[src/rtl/seq_mag_comparator_pkg.sv]
// cmp_pkg: shared types and constants for seq_mag_comparator.
//   cmp_state_t  : FSM states IDLE / RUN / DONE
//   CMP_LT/GT/EQ : one-hot {lt,gt,eq} result encodings
//   cycles_width : width of the cycles output, clog2(WIDTH/DIGIT)+1
package cmp_pkg;

  typedef enum logic [1:0] {
    IDLE = 2'd0,
    RUN  = 2'd1,
    DONE = 2'd2
  } cmp_state_t;

  localparam logic [2:0] CMP_LT = 3'b100;
  localparam logic [2:0] CMP_GT = 3'b010;
  localparam logic [2:0] CMP_EQ = 3'b001;

  // +1 so the count can hold N itself (all slices equal)
  function automatic int cycles_width(input int width, input int digit);
    return $clog2(width / digit) + 1;
  endfunction

endpackage

[src/rtl/seq_mag_comparator_slice_cmp.sv]
// slice_cmp: combinational unsigned compare of one DIGIT-bit slice.
//   i_a, i_b : slice operands
//   o_lt/o_gt/o_eq : i_a < / > / == i_b
module slice_cmp #(
  parameter int DIGIT = 2
) (
  input  logic [DIGIT-1:0] i_a,
  input  logic [DIGIT-1:0] i_b,
  output logic             o_lt,
  output logic             o_gt,
  output logic             o_eq
);

  assign o_lt = (i_a <  i_b);
  assign o_gt = (i_a >  i_b);
  assign o_eq = (i_a == i_b);

endmodule

[src/rtl/seq_mag_comparator.sv]
// seq_mag_comparator: multi-cycle magnitude comparator, DIGIT bits per cycle,
// MSB slice first, early exit on the first differing slice.
//   clk, rst_n           : clock, async active-low reset
//   in_valid/in_ready    : operand handshake (in_ready high only in IDLE)
//   a, b, signed_mode    : operands, two's complement when signed_mode=1
//   out_valid/out_ready  : result handshake
//   lt, gt, eq           : registered one-hot result
//   cycles               : RUN cycles the compare took
// Build option: define CMP_SIGNED_EN to honour signed_mode; otherwise all
// compares are unsigned and signed_mode is left unconnected internally.
module seq_mag_comparator
  import cmp_pkg::*;
#(
  parameter int WIDTH = 8,
  parameter int DIGIT = 2,
  localparam int CW   = cycles_width(WIDTH, DIGIT)
) (
  input  logic             clk,
  input  logic             rst_n,
  input  logic             in_valid,
  output logic             in_ready,
  input  logic [WIDTH-1:0] a,
  input  logic [WIDTH-1:0] b,
  input  logic             signed_mode,
  output logic             out_valid,
  input  logic             out_ready,
  output logic             lt,
  output logic             gt,
  output logic             eq,
  output logic [CW-1:0]    cycles
);

  localparam int N  = WIDTH / DIGIT;
  localparam int IW = (N > 1) ? $clog2(N) : 1;
  localparam logic [IW-1:0] LAST_IDX = IW'(N - 1);

  cmp_state_t       r_state;
  logic [WIDTH-1:0] r_a, r_b;
  logic [IW-1:0]    r_idx;
  logic [CW-1:0]    r_cnt;
  logic             r_lt, r_gt, r_eq, r_out_valid;

  logic                      w_accept;
  logic [WIDTH-1:0]          w_a, w_b;
  logic [N-1:0][DIGIT-1:0]   w_a_sl, w_b_sl;
  logic                      w_lt, w_gt, w_eq;
  logic [2:0]                w_res;

  assign w_accept = in_valid && (r_state == IDLE);

`ifdef CMP_SIGNED_EN
  logic r_sgn;

  always_ff @(posedge clk or negedge rst_n) begin
    if (!rst_n)        r_sgn <= 1'b0;
    else if (w_accept) r_sgn <= signed_mode;
  end

  // Offset-binary: flipping the sign bit turns two's complement order into
  // unsigned order, so the slice comparator stays unsigned.
  assign w_a = {r_a[WIDTH-1] ^ r_sgn, r_a[WIDTH-2:0]};
  assign w_b = {r_b[WIDTH-1] ^ r_sgn, r_b[WIDTH-2:0]};
`else
  logic w_unused_sgn;
  assign w_unused_sgn = signed_mode;
  assign w_a = r_a;
  assign w_b = r_b;
`endif

  assign w_a_sl = w_a;
  assign w_b_sl = w_b;

  slice_cmp #(.DIGIT(DIGIT)) u_slice (
    .i_a (w_a_sl[r_idx]),
    .i_b (w_b_sl[r_idx]),
    .o_lt(w_lt),
    .o_gt(w_gt),
    .o_eq(w_eq)
  );

  assign w_res = w_lt ? CMP_LT : (w_gt ? CMP_GT : CMP_EQ);

  always_ff @(posedge clk or negedge rst_n) begin
    if (!rst_n) begin
      r_state     <= IDLE;
      r_a         <= '0;
      r_b         <= '0;
      r_idx       <= '0;
      r_cnt       <= '0;
      r_lt        <= 1'b0;
      r_gt        <= 1'b0;
      r_eq        <= 1'b0;
      r_out_valid <= 1'b0;
    end else begin
      case (r_state)
        IDLE: if (in_valid) begin
          r_a     <= a;
          r_b     <= b;
          r_idx   <= LAST_IDX;
          r_cnt   <= '0;
          r_state <= RUN;
        end
        RUN: begin
          r_cnt <= r_cnt + CW'(1);
          if (!w_eq) begin
            {r_lt, r_gt, r_eq} <= w_res;
            r_out_valid        <= 1'b1;
            r_state            <= DONE;
          end else if (r_idx == '0) begin
            {r_lt, r_gt, r_eq} <= CMP_EQ;
            r_out_valid        <= 1'b1;
            r_state            <= DONE;
          end else begin
            r_idx <= r_idx - IW'(1);
          end
        end
        DONE: if (out_ready) begin
          r_out_valid <= 1'b0;
          r_state     <= IDLE;
        end
        default: r_state <= IDLE;
      endcase
    end
  end

  assign in_ready  = (r_state == IDLE);
  assign out_valid = r_out_valid;
  assign lt        = r_lt;
  assign gt        = r_gt;
  assign eq        = r_eq;
  assign cycles    = r_cnt;

endmodule

[config.mk]
export PLATFORM = sky130hd
export DESIGN_NAME = seq_mag_comparator
export DESIGN_NICKNAME = d
export VERILOG_FILES = /design/src/rtl/seq_mag_comparator_pkg.sv /design/src/rtl/seq_mag_comparator_slice_cmp.sv /design/src/rtl/seq_mag_comparator.sv
export SDC_FILE = /design/constraint.sdc
export NUM_CORES = 1
export LEC_CHECK = 0
export CORE_ASPECT_RATIO = 1.2
export CORE_MARGIN = 2
export CORE_UTILIZATION = 40
export DETAILED_ROUTE_END_ITERATION = 16
export GPL_TIMING_DRIVEN = 0
export PLACE_DENSITY = 0.65
export SLEW_MARGIN = 10
export SYNTH_ARGS = -nofsm -noshare
export SYNTH_HDL_FRONTEND = slang
export SYNTH_SLANG_ARGS = --single-unit
[constraint.sdc]
create_clock -name clk -period 2.1 [get_ports clk]
set_input_delay 0.42 -clock clk [delete_from_list [all_inputs] [get_ports clk]]
set_output_delay 0.42 -clock clk [all_outputs]
set_load 0.01 [all_outputs]
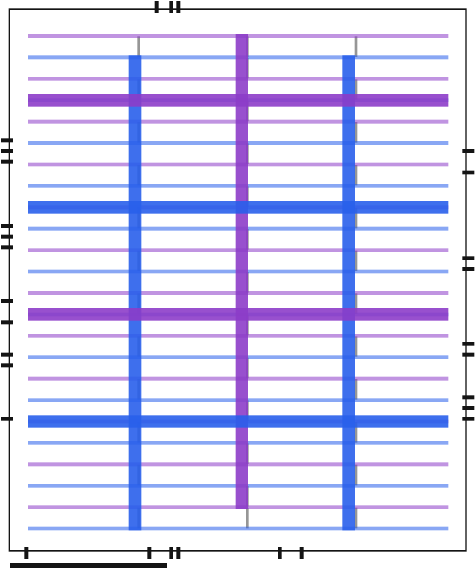
(power grid)
Bar = 20 um. Pins as bars on the die edge. Tap cells in gray.
legend:
  VSS:
    color: blue
  VDD:
    color: purple
met1 rails: 24
signal pins: 29

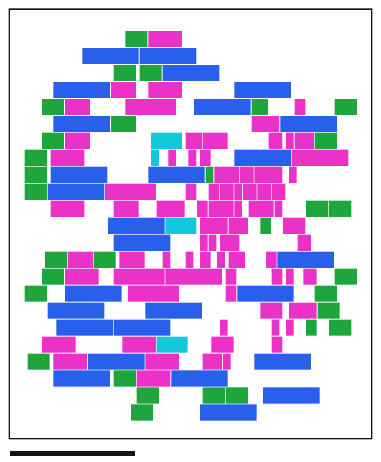
(placement by cell class)
Bar = 20 um.
legend:
  remaining buffers and delay cells:
    color: green
    cells: 31
  clock drivers and dummy loads:
    color: cyan
    cells: 4
  sequential cells:
    color: blue
    cells: 27
  remaining logic cells:
    color: magenta
    cells: 76

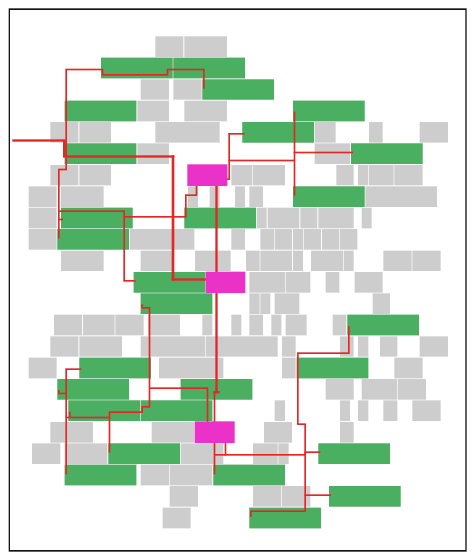
(clock distribution)
legend:
  clock wires:
    color: red
    length: 322 um
  clock-net drivers:
    color: magenta
    count: 3
  flip-flops:
    color: green
    count: 27
routed clock nets: 4

sequential cells by signal (all words and copies together) (netlist names):
signal / flops
cycles: 3
r_b: 8
out_valid: 1
r_a: 8
r_state: 2
lt: 1
gt: 1
r_idx: 2
eq: 1
through the flow:
stage | setup slack (ns) | hold slack (ns) | utilization
2_1_floorplan | 0.186 | 0.124 | -
3_3_place_gp | 0.0258 | 0.476 | 0.511
3_5_place_dp | 0.0390 | 0.477 | 0.511
4_1_cts | 0.0107 | 0.503 | 0.525
5_1_grt | 0.0293 | 0.203 | 0.531
6_report | 0.117 | 0.147 | 0.531
per-layer routing:
metal | share of wire | up-vias | wire (um)
met3 | 0.049 | 5 | 120
met4 | 0.017 | 0 | 42
met1 | 0.42 | 484 | 1020
met2 | 0.51 | 27 | 1250
met5 | 0 | - | 0
li1 | - | 447 | -
report_power, final:
part,total (W),internal [W],switching (W),leakage (nW)
registers,0.000902,0.000768,0.000134,0.321
logic,0.00150,0.000829,0.000673,0.463
clock network,0.000287,0.000136,0.000152,0.0228
cell usage after synthesis, drive strengths merged:
cell type,number
mux4,4
or2,1
o2bb2ai,2
or2b,1
nand4b,1
and3b,1
clkbuf,1
nor2b,2
dfrtp,27
nand2,8
a32o,2
o21ai,2
nor3,2
mux2i,1
nand3b,1
nand3,1
o2111a,2
inv,9
a31oi,4
mux2,16
a211oi,1
ha,7
buf,3
nand2b,1
a21oi,6
nor2,1
cells by family after synthesis:
logic type / synth area share
adder cells (fa/ha/maj): 0.0630
AND/OR/NAND/NOR: 0.0846
multiplexers: 0.229
buffers and inverters: 0.0423
AND-OR/OR-AND: 0.0954
flip-flops: 0.486
worst reg2reg max path: stages (launching register included):
cell,delay (ns)
dfrtp_1,0.33
clkbuf_4,0.21
mux4_2,0.51
ha_1,0.33
and3b_1,0.21
o2111a_1,0.14
a211oi_1,0.16
final timing paths:
path | endpoint | cells past startpoint | from
max in group asynchronous | gt | 1 | rst_n
max reg2reg | r_idx[0] | 6 | r_idx[0]
min | cycles[0] | 1 | rst_n
max | r_idx[0] | 6 | r_idx[0]
min in group clk | gt | 1 | gt
min reg2reg | gt | 1 | gt
area by class of cell:
cell class	count	area, um^2	share of cell area
Buffer	4	27.5	0.0155
Inverter	9	33.8	0.0190
Clock buffer	4	45.0	0.0254
Sequential cell	27	676	0.381
Timing Repair Buffer	27	265	0.150
Tap cell	37	46.3	0.0261
Multi-Input combinational cell	67	681	0.384
repair_timing:
| item | 4_1_cts | 5_1_grt |
|---|---|---|
| setup endpoints to repair | 1 | 7 |
| pin swaps | 0 | 0 |
| gates resized | 1 | 3 |
==> flow_summary.json <==
{
  "grt_pass1_wl_mm": 4.17,
  "ir_drop_uv": 707,
  "setup_tns_ns": 0,
  "slowest_stage": "mux4_2",
  "clock_skew_ns": 0.00325,
  "port_buffers": 27,
  "critPathKind": "reg -> reg",
  "crit_path_end_kind": "flip-flop",
  "post_cts_buffers": 0,
  "htree_levels": 1,
  "cts_root_buffer": "clkbuf_8",
  "die_w_um": 57.8,
  "final_nets": 167,
  "postLayoutCellArea_mm2": 0.00177,
  "fmax_ghz": 0.504,
  "antenna_found_initial": 0,
  "worst_pin_slew_ns": 0.599,
  "areaGrowthSynthToFinish_pct": 27.6,
  "layout-drive-gt1-share": 0.232,
  "grt_max_degree": 28,
  "cts_buffers": 3,
  "worstPathCellList": "clkbuf_4 > mux4_2 > ha_1 > and3b_1 > o2111a_1 > a211oi_1",
  "rrSetupSlack_ns": 0.12,
  "met3_usage": 0.0280,
  "synth.largest_area_cell": "dfrtp_1",
  "grt_pass1_vias": 999,
  "place.gp.congestion": 0.772,
  "chip_area_mm2": 0.00396,
  "num_vias": 963,
  "hpwl_mm": 1.85,
  "finalCriticalPeriod_ns": 1.98,
  "fin_total_pwr_w": 0.00269,
  "routed_via_density": 5.50,
  "wl_per_cell_um": 13.9,
  "die-height_um": 68.6,
  "grt_overflow": 0,
  "synth_top_area_share": 0.486,
  "crit_family": "multiplexers",
  "run_status": "complete, no violations",
  "slowest_delay_ns": 0.51,
  "synth.distinct_cells": 29,
  "synth_flops": 27,
  "clockBufferDepth": 2,
  "cts_hold_buf": 0,
  "yosysChipArea_mm2": 0.00139,
  "totalWireLength_mm": 2.43,
  "ys_seq_share": 0.486,
  "cts_sinks": 27,
  "synth_area_per_cell_um2": 13.0,
  "warning_count": 29,
  "placed_cells": 171,
  "route.detailed.drc": 0,
  "synth_area_mm2": 0.00139,
  "hp-class": "in -> async",
  "syn_nets": 135,
  "cap_viol_max_count": 0,
  "setup_viol": 0,
  "start_kind": "flip-flop",
  "busiest_layer": "met2",
  "worst_ep_required_time_ns": 2.28,
  "cp_num_buf_inv": 1,
  "final_common_cell": "dfrtp_1",
  "crit_arrival_ns": 2.16,
  "worstPathMaxFanout": 8,
  "grt_util_met1": 0.154,
  "finalHoldViolCount": 0,
  "finalCritPeriodShare": 0.944,
  "maxSlewHeadroom": 0.600,
  "insertion_delay_ns": 0.27,
  "topCellsByArea": "dfrtp_1, mux2_4, mux4_2",
  "yosys_warnings": 0,
  "place_area_mm2": 0.00171,
  "ys_cells": 107,
  "final_cells": 175,
  "grt_usage": 0.137,
  "nFillCells": 292,
  "drt_iter0_drc": 36,
  "first_pass_iters": 4,
  "clk_pin_slew_ns": 0.09,
  "antenna_cells": 0,
  "ioPinCount": 29,
  "use_met2": 0.250,
  "postRouteAntennaNets": 0,
  "syn_inst": 107,
  "leakagePower_nw": 0.806,
  "lay_top_cells": "dfrtp_1, clkdlybuf4s50_1, mux2_4, inv_1, nand2_1",
  "maxSlewViolCount": 0,
  "core_mm2": 0.00334,
  "p_per_area_mw_per_mm2": 1520,
  "cts_tree": "yes",
  "num_rows": 23,
  "rsz0062_at_grt": "false",
  "fp_util": 0.416
}
No activity file was given, so power comes from the tool's default toggle rates.
